--- config.mk ---
export PLATFORM = sky130hd
export DESIGN_NAME = if_id_stage
export DESIGN_NICKNAME = d
export VERILOG_FILES = /design/src/rtl/if_id_stage.sv
export SDC_FILE = /design/constraint.sdc
export NUM_CORES = 1
export LEC_CHECK = 0
export CAP_MARGIN = 30
export CORE_MARGIN = 5
export CORE_UTILIZATION = 40
export CTS_CLUSTER_DIAMETER = 100
export DETAILED_ROUTE_END_ITERATION = 8
export GPL_TIMING_DRIVEN = 0
export PLACE_DENSITY_LB_ADDON = 0.2
export SLEW_MARGIN = 20
export SYNTH_ARGS = -nofsm -noshare
export SYNTH_HDL_FRONTEND = slang
export SYNTH_SLANG_ARGS = --single-unit
--- constraint.sdc ---
create_clock -name clk -period 4.54 [get_ports clk]
set_clock_uncertainty 0.15 [all_clocks]
set_input_delay 0.454 -clock clk [delete_from_list [all_inputs] [get_ports clk]]
set_output_delay 0.454 -clock clk [all_outputs]
set_load 0.005 [all_outputs]
--- src/rtl/if_id_stage.sv ---
// -----------------------------------------------------------------------------
// if_id_stage
//   Pipeline register between instruction fetch (IF) and instruction decode
//   (ID) with valid/ready handshaking, flush support and a saturating stall
//   counter.
//
//   Optional feature: define IF_ID_SKID_EN to add a one-entry skid buffer.
//   in_ready then comes straight from a flop instead of depending
//   combinationally on out_ready.
//
// Parameters
//   INSTR_W    instruction width
//   ADDR_W     PC+4 width
//   NOP_INSTR  bubble instruction shown when no valid entry is held
//   CNT_W      stall counter width
//
// Ports
//   clk                   sole clock, rising edge
//   rst                   synchronous active-high reset
//   in_valid / in_ready   IF-side handshake
//   instruction           fetched instruction
//   instru_addr_plus4     PC+4 of the fetched instruction
//   ifflush               squash the stage contents (taken branch/jump)
//   out_valid / out_ready ID-side handshake
//   instru_out            registered instruction
//   instru_addr_plus4_out registered PC+4
//   stall_cnt             saturating count of cycles with out_valid && !out_ready
// -----------------------------------------------------------------------------
module if_id_stage #(
   parameter int                 INSTR_W   = 32,
   parameter int                 ADDR_W    = 32,
   parameter logic [INSTR_W-1:0] NOP_INSTR = '0,
   parameter int                 CNT_W     = 16
) (
   input  logic               clk,
   input  logic               rst,
   input  logic               in_valid,
   output logic               in_ready,
   input  logic [INSTR_W-1:0] instruction,
   input  logic [ADDR_W-1:0]  instru_addr_plus4,
   input  logic               ifflush,
   output logic               out_valid,
   input  logic               out_ready,
   output logic [INSTR_W-1:0] instru_out,
   output logic [ADDR_W-1:0]  instru_addr_plus4_out,
   output logic [CNT_W-1:0]   stall_cnt
);

   logic               r_out_valid;
   logic [INSTR_W-1:0] r_instr;
   logic [ADDR_W-1:0]  r_addr;
   logic [CNT_W-1:0]   r_stall_cnt;

   logic w_accept;
   logic w_stall;

   assign w_stall  = r_out_valid && !out_ready;
   assign w_accept = in_valid && in_ready;

`ifdef IF_ID_SKID_EN
   logic               r_skid_valid;
   logic [INSTR_W-1:0] r_skid_instr;
   logic [ADDR_W-1:0]  r_skid_addr;

   // Ready depends only on skid occupancy, so the ready path is fully registered.
   assign in_ready = !r_skid_valid;

   always_ff @(posedge clk) begin
      if (rst) begin
         r_out_valid  <= 1'b0;
         r_instr      <= NOP_INSTR;
         r_addr       <= '0;
         r_skid_valid <= 1'b0;
         r_skid_instr <= NOP_INSTR;
         r_skid_addr  <= '0;
      end else if (ifflush) begin
         r_out_valid  <= 1'b0;
         r_instr      <= NOP_INSTR;
         r_addr       <= '0;
         r_skid_valid <= 1'b0;
      end else if (w_stall) begin
         // Main entry held; a new input parks in the (necessarily empty) skid.
         if (w_accept) begin
            r_skid_valid <= 1'b1;
            r_skid_instr <= instruction;
            r_skid_addr  <= instru_addr_plus4;
         end
      end else if (r_skid_valid) begin
         // Older skid entry goes first; in_ready is low so nothing is accepted.
         r_out_valid  <= 1'b1;
         r_instr      <= r_skid_instr;
         r_addr       <= r_skid_addr;
         r_skid_valid <= 1'b0;
      end else if (w_accept) begin
         r_out_valid  <= 1'b1;
         r_instr      <= instruction;
         r_addr       <= instru_addr_plus4;
      end else begin
         r_out_valid  <= 1'b0;
         r_instr      <= NOP_INSTR;
         r_addr       <= '0;
      end
   end
`else
   assign in_ready = !r_out_valid || out_ready;

   always_ff @(posedge clk) begin
      if (rst) begin
         r_out_valid <= 1'b0;
         r_instr     <= NOP_INSTR;
         r_addr      <= '0;
      end else if (ifflush) begin
         r_out_valid <= 1'b0;
         r_instr     <= NOP_INSTR;
         r_addr      <= '0;
      end else if (w_stall) begin
         r_out_valid <= r_out_valid;
      end else if (w_accept) begin
         r_out_valid <= 1'b1;
         r_instr     <= instruction;
         r_addr      <= instru_addr_plus4;
      end else begin
         r_out_valid <= 1'b0;
         r_instr     <= NOP_INSTR;
         r_addr      <= '0;
      end
   end
`endif

   // Counts stall cycles even when a flush coincides; only reset clears it.
   always_ff @(posedge clk) begin
      if (rst) begin
         r_stall_cnt <= '0;
      end else if (w_stall && (r_stall_cnt != {CNT_W{1'b1}})) begin
         r_stall_cnt <= r_stall_cnt + CNT_W'(1);
      end
   end

   assign out_valid             = r_out_valid;
   assign instru_out            = r_instr;
   assign instru_addr_plus4_out = r_addr;
   assign stall_cnt             = r_stall_cnt;

endmodule

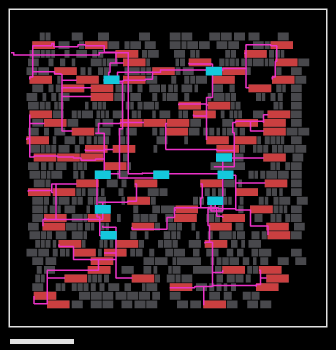
**Above:** run 1 (clock distribution).
The bar under the picture is 20 microns long.
- cyan: cells driving clock nets (count 9)
- red: flip-flops (count 81)
- magenta: clock wires (length 985 microns)
- routed clock nets: 10
- flops lie: spread over the die

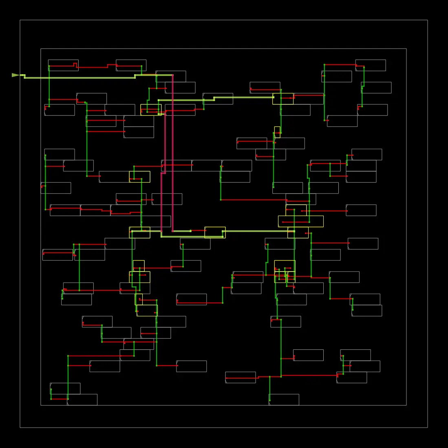
**Above:** run 1 (clock nets).
Clk power: 0.522 mW
registers: 81
Clock Sinks: 81
Worst-Skew Late Latency: 340 ps
clkbuf count: 11

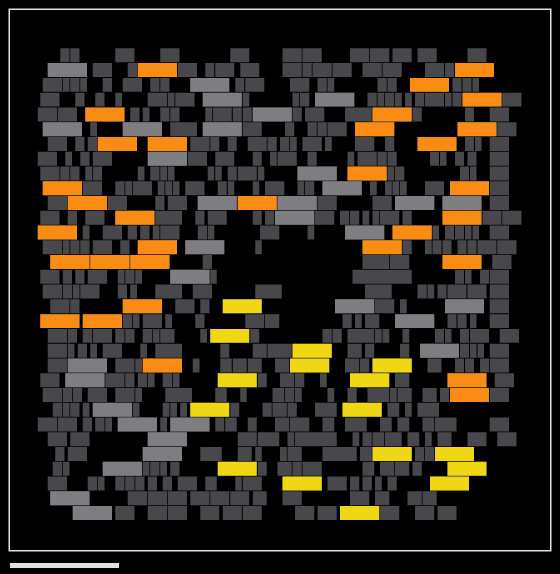
**Above:** run 1 (where the registers sit).
The bar under the picture is 20 microns long.
- orange: instru_addr_plus4_out (sequential cells 32)
- yellow: stall_cnt (sequential cells 16)
- not colored: 33

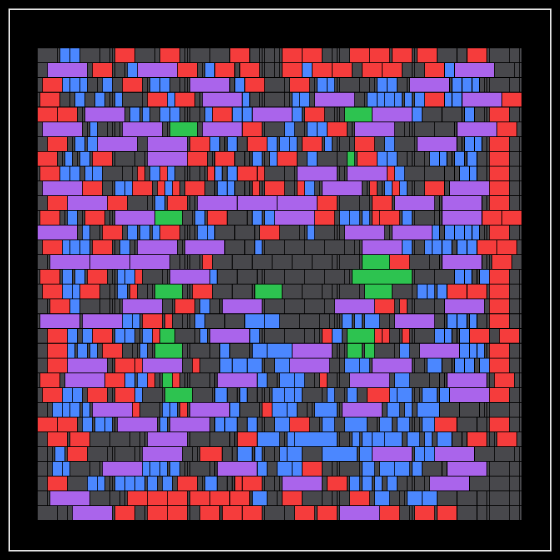
**Above:** run 1 (placement by cell class).
Fill, decap, tap and diode cells in gray.
- green: clock drivers and dummy loads (cells 16)
- red: other buffers and delay cells (cells 182)
- purple: flip-flops (cells 81)
- blue: all other logic (cells 275)

run 1: cell usage after synthesis, drive strengths merged, types with 2 or more instances:
cell,n
or3,3
nand2,73
dfxtp,81
nor2b,2
o21ai,4
nor4,2
nand4,4
and4,2
clkbuf,22
buf,12
a21oi,78
nand3,69
or4,11
and3,4
nor2,3
o31ai,11
run 1: flip-flops by register name, indices dropped and copies added, names as in the netlist:
register               flops
out_valid                  1
instru_out                32
stall_cnt                 16
instru_addr_plus4_out     32
run 1: area by class of cell:
| type | count | share of cell area (%) |
|---|---|---|
| sequential | 81 | 32.38 |
| buffer | 34 | 3.073 |
| clock inverter | 5 | 1.099 |
| timing repair buffer | 148 | 29.59 |
| inverter | 2 | 0.1499 |
| tap | 102 | 2.549 |
| multi-input combinational | 273 | 28.34 |
| clock buffer | 11 | 2.824 |
run 1: cells by family (layout without fill, tap and decap cells):
family / count (synthesis) / count (layout)
AOI/OAI and AO/OA: 95 / 95
adders and majority gates: 1 / 1
buffers and inverters: 36 / 200
DFF: 81 / 81
muxes: 1 / 1
and+or+nand+nor: 176 / 176
run 1: per-layer routing:
layer	up-vias	global-route usage, %	part of all wire (%)
met4	0	6.723	2.1
met2	112	32.75	48
met3	14	7.784	8.7
met1	1565	22.50	42
li1	1695	-	-
met5	-	0	0
run 1: worst paths after layout:
path                             start                        end  slack [ps]  depth (start not counted)
max                          out_ready                   in_ready        1750                          6
min          instru_addr_plus4_out[22]  instru_addr_plus4_out[22]         300                          2
max reg2reg               stall_cnt[0]               stall_cnt[1]        2580                          6
min reg2reg  instru_addr_plus4_out[22]  instru_addr_plus4_out[22]         300                          2
run 1: worst register-to-register path: stages, from the launching register on:
cell     delay (ps)
dfxtp_1         410
ha_1            290
nand4_1         170
nor4_4          300
buf_2           280
nor3b_1          80
o21ba_1         180
==> flow_summary.toml, run 1 <==
# yosys + openroad results
[final_timing]
worst_slew_pin_slew_ps = 591.4
holdWs_ps = 300.4
setup_viol = 0
timing.fmax_mhz = 358.1
final.setup.worst_slack_ps = 1747
finalCritPeriodShare_pct = 61.51
setup_tns_ps = 0

[setup_path]
crit_path_top_delay_cell = "clkdlybuf4s50_1"
crit_type = "in2out"
end_kind = "primary output"
crit_arrival_ps = 2190

[cells_and_area]
stdcell_count = 656
area_delta_synth_final_pct = 56.39
fin_area_sq_um = 5007
layout_top_cell = "clkdlybuf4s50_1"
post-route-util_pct = 64.47
comb_area_sq_um = 1419
fillers = 720

[grt]
antenna_found_initial = 0
grt_overflow = 0

[yosys]
yosysTopAreaCellShare_pct = 50.64
aoi_share_pct = 15.94
logic_family = "simple AND/OR/NAND/NOR gates"
syn_nets = 460
edf_count = 0
ff_type = "dfxtp_1"
numSynthFlops = 81
ys_chip_area_sq_um = 3202
syn_inst = 390
synthAdderAreaFrac_pct = 0.3908

[placed_design]
portBuffers = 148
placed_cell_area_sq_um = 4811

[power]
power-top-group = "registers"
p_sw_mw = 0.3252
switching_share_pct = 22.99
p_total_mw = 1.415
vdd_drop_max_mv = 0.1740
p_comb_mw = 0.158
powerDensity_nw_per_um2 = 282.5
p_leak_nw = 1.689
p_clk_share_pct = 36.9

[clock_network]
numCtsBuffers = 9
cts.clk_slew.worst_paths_ps = 80
cts_setup_buffers = 0
cts_buffer_depth = 2

[floorplanning]
rows = 32
coreArea_sq_um = 7767

[route]
vias = 3386

[status]
status = "completed"
==> run 1 -> run 2 <==
CORE_UTILIZATION = 37   (was 40)
clock period = 2.3 ns   (was 4.54 ns; I/O delays follow)
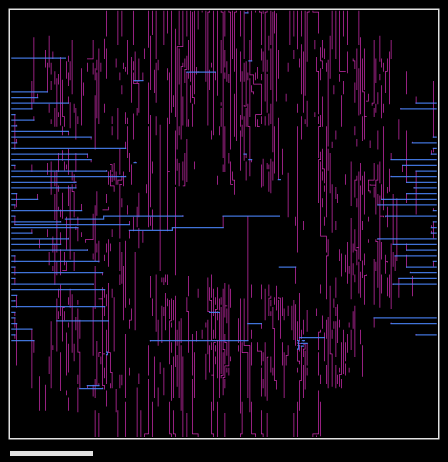
**Above:** run 2 (metal layers overlaid).
The bar under the picture is 20 microns long. Only two layers are drawn.
- blue: met3 (wire length 853 microns)
- magenta: met2 (wire length 4630 microns)

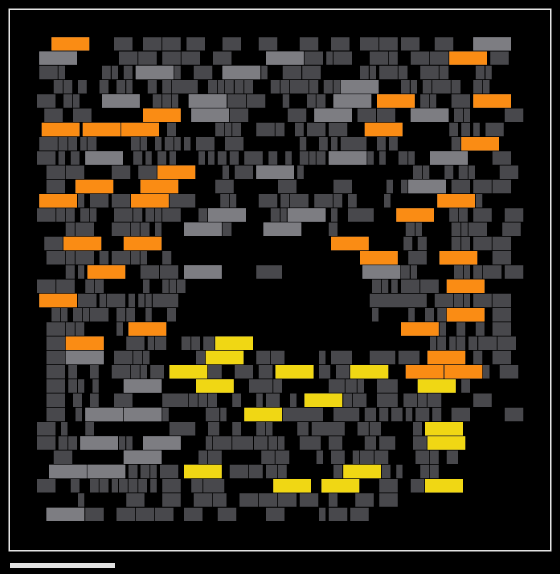
**Above:** run 2 (where the registers sit).
The bar under the picture is 20 microns long.
- yellow: stall_cnt (sequential cells 16)
- orange: instru_addr_plus4_out (sequential cells 32)
- not colored: 33

==> flow_summary.toml, run 2 <==
# yosys + openroad results
[status]
status = "completed"

[setup_path]
crit_end = "in_ready"
end_kind = "primary output"
regToRegEndpoint = "stall_cnt[1]"
startpoint = "out_valid"
crit_type = "reg2out"
r2r-start = "stall_cnt[0]"
r2r_cells = 6

[grt]
use_met3_pct = 7.375
busiest_layer = "met2"
use_met1_pct = 22.08

[final_timing]
setup_viol = 0
finalCritPeriodShare_pct = 90.02
final.setup.worst_slack_ps = 229.6

[clock_network]
cts_setup_buffers = 0
numCtsBuffers = 9
clock_latency_ps = 350
cts.sinks = 81

[yosys]
yosysTopAreaCellShare_pct = 50.64
ys_chip_area_sq_um = 3202
yosys-top-cells-count = "dfxtp_1 (81), a21oi_1 (78), nand2_1 (73)"
ff_type = "dfxtp_1"

[route]
vias = 3367
routed.top_layer = "met4"
wl_met2_microns = 4632

[cells_and_area]
layout_top_cell = "clkdlybuf4s50_1"
area_delta_synth_final_pct = 56.47

[power]
p_total_mw = 2.791
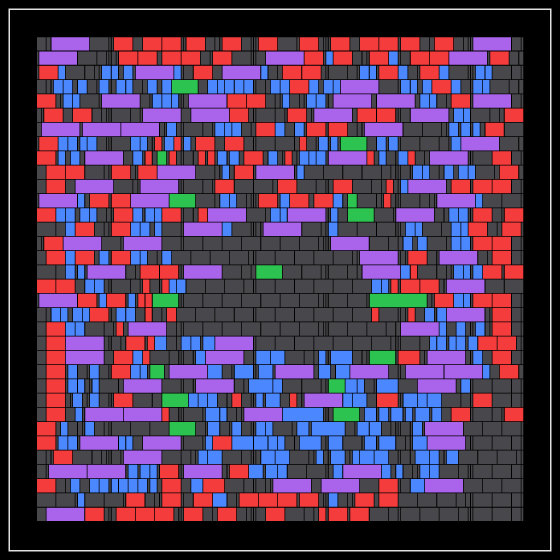
**Above:** run 2 (placement by cell class).
Fill, decap, tap and diode cells in gray.
final instance area: 5010 sq um
sequential cell area share: 32.37%
final core occ: 58.30%
# rows: 34
core area: 8593 sq um

-- run 2: cell counts after synthesis --
No cell type changed its count.
-- run 2: worst max-delay path: cells and delay by family, from the launching register on --
kind | cells | cell delay (ps)
buffers and inverters | 3 | 860
flip-flops | 1 | 330
AND/OR/NAND/NOR | 1 | 150
-- run 2: kinds of logic after synthesis --
| kind of cell | count (synthesis) | synth area share [%] |
|---|---|---|
| compound gates | 95 | 15.94 |
| simple gates | 176 | 27.63 |
| mux | 1 | 0.3517 |
| flops | 81 | 50.64 |
| buf+inv | 36 | 5.041 |
| fa+ha+maj | 1 | 0.3907 |
-- run 2: area by class of cell --
| cell class | count | area (sq um) | area share [%] |
|---|---|---|---|
| flip-flops and latches | 81 | 1622 | 32.37 |
| multi-input cells | 273 | 1419 | 28.32 |
| inverters | 2 | 8.758 | 0.1748 |
| plain buffers | 33 | 150.1 | 2.997 |
| clock inverters | 5 | 56.30 | 1.124 |
| well taps | 108 | 135.1 | 2.697 |
| clock buffers | 10 | 137.6 | 2.747 |
| repair buffers | 148 | 1481 | 29.57 |
-- run 2: worst min-delay path by stage --
stage                              startpoint  slack, ps  cells past startpoint                   endpoint
floorplan                instru_addr_plus4[0]        250                      2   instru_addr_plus4_out[0]
global placement    instru_addr_plus4_out[13]        290                      2  instru_addr_plus4_out[13]
detailed placement             instru_out[10]        290                      2             instru_out[10]
CTS                                       rst        110                      2               stall_cnt[3]
global route                              rst        140                      2               stall_cnt[4]
finish                                    rst        120                      2               stall_cnt[3]
-- run 2: power by group --
group	internal [mW]	switching, mW	total, mW	leakage (nW)
logic	0.189	0.121	0.310	0.935
clock network	0.523	0.507	1.03	0.0981
registers	1.43	0.0172	1.45	0.658
total	2.15	0.645	2.79	1.69
Power figures rest on the tool's default switching activity, not on a simulated workload.
